==> src/rtl/wb_pkg.sv <==
// Shared widths and entry payload for the register write-back queue.
package wb_pkg;

    localparam int unsigned REG_ADDR_W = 5;
    localparam int unsigned XLEN       = 32;

    typedef struct packed {
        logic [REG_ADDR_W-1:0] addr;
        logic [XLEN-1:0]       data;
    } wb_entry_t;

endpackage

==> src/rtl/wb_fifo.sv <==
// DEPTH-entry write-back storage: up to two pushes (slot 0 older) and one pop per cycle.
// Exposes the raw entry array, occupancy mask and read pointer for the forwarding search.
module wb_fifo
    import wb_pkg::*;
#(
    parameter int unsigned DEPTH = 4,
    localparam int unsigned PW = $clog2(DEPTH),
    localparam int unsigned CW = $clog2(DEPTH + 1)
) (
    input  logic                   clk,
    input  logic                   rst,
    input  logic                   push0,
    input  wb_entry_t              entry0,
    input  logic                   push1,
    input  wb_entry_t              entry1,
    input  logic                   pop,
    output wb_entry_t              head,
    output logic [CW-1:0]          count,
    output logic [PW-1:0]          rd_ptr,
    output wb_entry_t [DEPTH-1:0]  entries,
    output logic [DEPTH-1:0]       occ
);

    wb_entry_t [DEPTH-1:0] mem;
    logic [PW-1:0]         wr_ptr;
    logic [PW-1:0]         wr_ptr_p1;

    assign wr_ptr_p1 = wr_ptr + PW'(1);
    assign head      = mem[rd_ptr];
    assign entries   = mem;

    // Pointers and occupancy; pointer arithmetic wraps because DEPTH is a power of two.
    always_ff @(posedge clk) begin
        if (rst) begin
            wr_ptr <= '0;
            rd_ptr <= '0;
            count  <= '0;
        end else begin
            wr_ptr <= wr_ptr + PW'(push0) + PW'(push1);
            if (pop) begin
                rd_ptr <= rd_ptr + PW'(1);
            end
            count <= count + CW'(push0) + CW'(push1) - CW'(pop);
        end
    end

    // Storage carries no reset; only occupied slots are ever observed.
    always_ff @(posedge clk) begin
        if (!rst) begin
            if (push0) begin
                mem[wr_ptr] <= entry0;
                if (push1) begin
                    mem[wr_ptr_p1] <= entry1;
                end
            end else if (push1) begin
                mem[wr_ptr] <= entry1;
            end
        end
    end

    // A slot is occupied when its age relative to the head is below count.
    always_comb begin
        logic [PW-1:0] age;
        age = '0;
        occ = '0;
        for (int unsigned k = 0; k < DEPTH; k++) begin
            age    = PW'(k) - rd_ptr;
            occ[k] = CW'(age) < count;
        end
    end

endmodule

==> src/rtl/reg_wb_queue.sv <==
// Write-back queue in front of the register file write port (ALU + load producers).
// Define WB_FWD_EN to build the youngest-first forwarding lookup; otherwise fwd outputs are 0.
module reg_wb_queue
    import wb_pkg::*;
#(
    parameter int unsigned DEPTH = 4
) (
    input  logic        clk,
    input  logic        rst,
    input  logic        a_valid,
    input  logic [4:0]  a_addr,
    input  logic [31:0] a_data,
    output logic        a_ready,
    input  logic        l_valid,
    input  logic [4:0]  l_addr,
    input  logic [31:0] l_data,
    output logic        l_ready,
    output logic [4:0]  writeA3,
    output logic [31:0] data,
    output logic        we,
    input  logic [4:0]  readA1,
    input  logic [4:0]  readA2,
    output logic        fwd1_hit,
    output logic        fwd2_hit,
    output logic [31:0] fwd1_data,
    output logic [31:0] fwd2_data
);

    localparam int unsigned PW = $clog2(DEPTH);
    localparam int unsigned CW = $clog2(DEPTH + 1);

    logic                  a_push;
    logic                  l_push;
    logic                  nonempty;
    wb_entry_t             head;
    logic [CW-1:0]         count;
    logic [PW-1:0]         rd_ptr;
    wb_entry_t [DEPTH-1:0] entries;
    logic [DEPTH-1:0]      occ;

    // Readiness depends on registered occupancy only; the load needs two free slots.
    assign a_ready = count <= CW'(DEPTH - 1);
    assign l_ready = count <= CW'(DEPTH - 2);

    // Writes to x0 complete the handshake but are never stored.
    assign a_push = a_valid && a_ready && (a_addr != '0);
    assign l_push = l_valid && l_ready && (l_addr != '0);

    assign nonempty = count != '0;

    wb_fifo #(.DEPTH(DEPTH)) u_fifo (
        .clk     (clk),
        .rst     (rst),
        .push0   (a_push),
        .entry0  ('{addr: a_addr, data: a_data}),
        .push1   (l_push),
        .entry1  ('{addr: l_addr, data: l_data}),
        .pop     (nonempty),
        .head    (head),
        .count   (count),
        .rd_ptr  (rd_ptr),
        .entries (entries),
        .occ     (occ)
    );

    // Head drives the register file every non-empty cycle; suppressed while reset is held.
    assign we      = nonempty && !rst;
    assign writeA3 = we ? head.addr : '0;
    assign data    = we ? head.data : '0;

`ifdef WB_FWD_EN
    // Walk oldest to youngest so the last match (youngest) wins.
    always_comb begin
        logic [PW-1:0] idx;
        idx       = '0;
        fwd1_hit  = 1'b0;
        fwd2_hit  = 1'b0;
        fwd1_data = '0;
        fwd2_data = '0;
        for (int unsigned j = 0; j < DEPTH; j++) begin
            idx = rd_ptr + PW'(j);
            if (occ[idx]) begin
                if ((readA1 != '0) && (entries[idx].addr == readA1)) begin
                    fwd1_hit  = 1'b1;
                    fwd1_data = entries[idx].data;
                end
                if ((readA2 != '0) && (entries[idx].addr == readA2)) begin
                    fwd2_hit  = 1'b1;
                    fwd2_data = entries[idx].data;
                end
            end
        end
    end
`else
    logic unused_fwd;
    assign unused_fwd = ^{readA1, readA2, entries, occ, rd_ptr};
    assign fwd1_hit   = 1'b0;
    assign fwd2_hit   = 1'b0;
    assign fwd1_data  = '0;
    assign fwd2_data  = '0;
`endif

endmodule

==> config.mk <==
export PLATFORM = sky130hd
export DESIGN_NAME = reg_wb_queue
export DESIGN_NICKNAME = d
export VERILOG_FILES = /design/src/rtl/wb_pkg.sv /design/src/rtl/wb_fifo.sv /design/src/rtl/reg_wb_queue.sv
export SDC_FILE = /design/constraint.sdc
export NUM_CORES = 1
export LEC_CHECK = 0
export CORE_UTILIZATION = 55
export DETAILED_ROUTE_END_ITERATION = 10
export PLACE_DENSITY = 0.79
export SYNTH_ARGS = -nofsm -noshare
export SYNTH_HDL_FRONTEND = slang
export SYNTH_SLANG_ARGS = --single-unit
==> constraint.sdc <==
create_clock -name clk -period 5.8 [get_ports clk]
set_input_delay 1.16 -clock clk [delete_from_list [all_inputs] [get_ports clk]]
set_output_delay 1.16 -clock clk [all_outputs]
set_load 0.01 [all_outputs]
met2.png
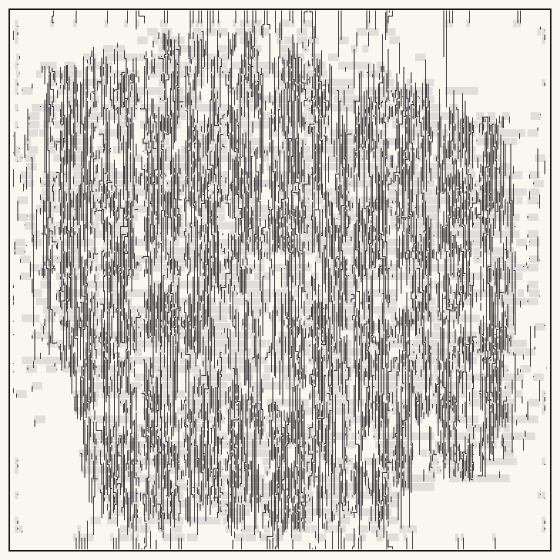
The layer holds 47% of the routed length. The layer carries 23.2 mm of wire.
final WL: 49,900 µm
vias post-DR: 15,000
met2 usage: 0.516

port_nets.png
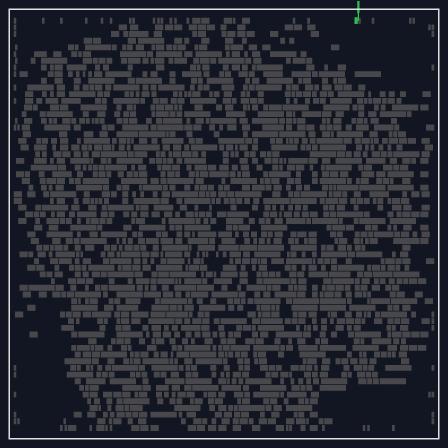
Key: green = fwd1_hit [direction output, edge top, end cells 1, buffers 0, wire 4.40 µm]
Ports: 194
Port Buf Inserts: 117

cell_classes.png
Fill, decap, tap and diode cells in gray.
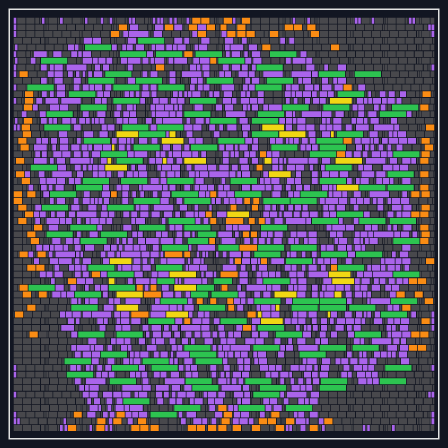
Key: green = flip-flops [cells 155, share of their area 26%]; orange = other buffers and delay cells [cells 151, share of their area 8.6%]; purple = all other logic [cells 1,337, share of their area 61%]; yellow = clock drivers and dummy loads [cells 32, share of their area 3.5%]
Design Area, Final: 17,800 µm²
Final Util: 0.617
Core Area: 28,900 µm²
sequential cell area share: 0.257

final_placement.png
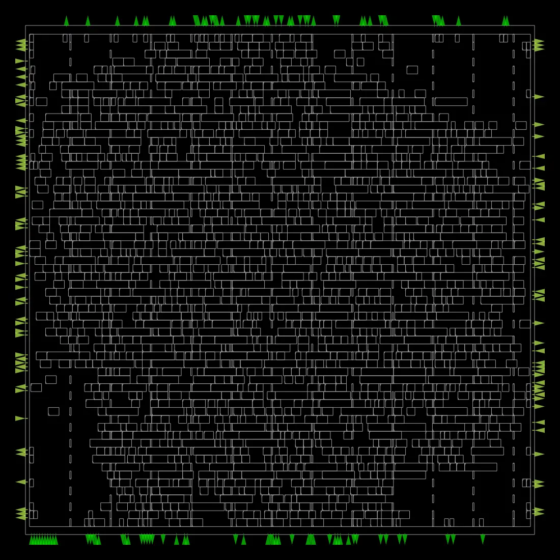
Final Non-Filler Cells: 2,059
Fill cells: 2,373

met3.png
The bar under the picture is 50 µm long.
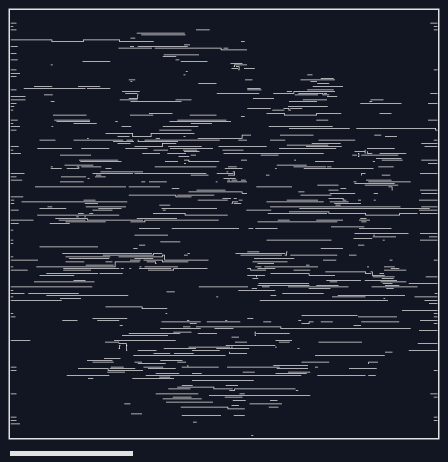
256 nets have wire on it. The wires run mostly horizontal. The layer carries 5,470 µm of wire. The layer holds 11% of the routed length. The longest straight run is 63.0 µm.

==> results.yml <==
# flow metrics
critical_path:
  r2r_end: "u_fifo.entries[57]"
  crit_cells: 5
  cp-startpoint: "rst"
  cp_max_fo: 21
  cp-end-kind: "output port"
  cp_common_cell: "clkdlybuf4s50_1"
  reg2reg_depth: 6
  required_ps: 4640
  cp_num_buf_inv: 3
  critPathCapture: "data[13]"
finish:
  flop_area_um2: 4590
  comb.multi_input.count: 1330
  largest_class: "logic gates"
  final_layout_top_logic_cells: "258 x mux2i_1, 148 x o211ai_1, 148 x o31ai_1, 148 x edfxtp_1, 116 x clkdlybuf4s50_1"
  comb_share: 0.596
  largest_reg_flops: 148
  drive_gt1_frac: 0.113
  nClkBuffers: 20
  num-nonclk-buffers: 151
  inv_count: 7
  comb_area_um2: 10600
  lay_top_count: "mux2i_1"
  nNetsFinal: 1756
power_and_ir_drop:
  leakagePower_uw: 0.00572
  peakVddDrop_mv: 0.512
  seq_cell_power_uw: 2060
  p_sw_frac: 0.459
  power_density_nw_per_um2: 481
  p_sw_uw: 3940
  powerComb_uw: 5280
  largestPowerGroup: "combinational cells"
  p_int_uw: 4640
  powerClk_uw: 1240
  power_frac_seq: 0.240
  p_comb_frac: 0.616
grt:
  grt_max_degree: 149
  gr-usage-all-layers: 0.323
  use_met1: 0.425
  grt.met3_usage: 0.0632
  grt_pass1_vias: 14600
  antenna_found_initial: 0
synth:
  ys.flop_type: "edfxtp_1"
  xor_area_frac: 0.00214
  yosys_area_um2: 16300
  yosysTopAreaCell: "edfxtp_1"
  edf_count: 148
  yosysCellCount: 1719
  ys_seq_frac: 0.281
  synth_cell_types: 41
  yosys.cell_count.top_type: "mux2i_1"
  area_leaders: "edfxtp_1 27%, mux2i_1 16%, o211ai_1 6.8%"
  netlist.area_leader.share: 0.272
  compound_area_frac: 0.248
  ys_seq_elements: 155
  ys_sh_simple: 0.137
timing:
  tightest_slew_ps: 1260
  post-route-period-util: 0.773
  tns_ps: 0
  period_minus_slack_ps: 4480
  whs_ps: 748
  rsz0062_at_grt: "false"
  postLayoutSetupSlackWorst_ps: 1320
  slew_viol_final: 0
clock_tree:
  cts_buffer_depth: 2
  cts-root-buf: "clkbuf_16"
  cts_tree: "yes"
  ctsHoldBuffers: 0
  cts-buffers-inserted: 17
status:
  outcome: "finished, final reports clean"
placement:
  place_congestion: 0.786
  place_ws_ps: 1290
  placed_cell_area_um2: 17200
  dp_hpwl_um: 26100
  post-place-cells: 2027
detailed_routing:
  top_layer_used: "met4"
  avgRoutedWirePerCell_um: 24.2
  drt-met1-wl_um: 19700
  wl_met2_um: 23200
  drtIter0Drc: 2324
  postRouteAntennaNets: 0
  drc: 0
flow_run:
  maxCapViolations: 0
  warnings: 41
floorplan:
  initCoreUtil: 0.565
  die_w_um: 174
worst_hold_path:
  hold_path.class: "reg2reg"
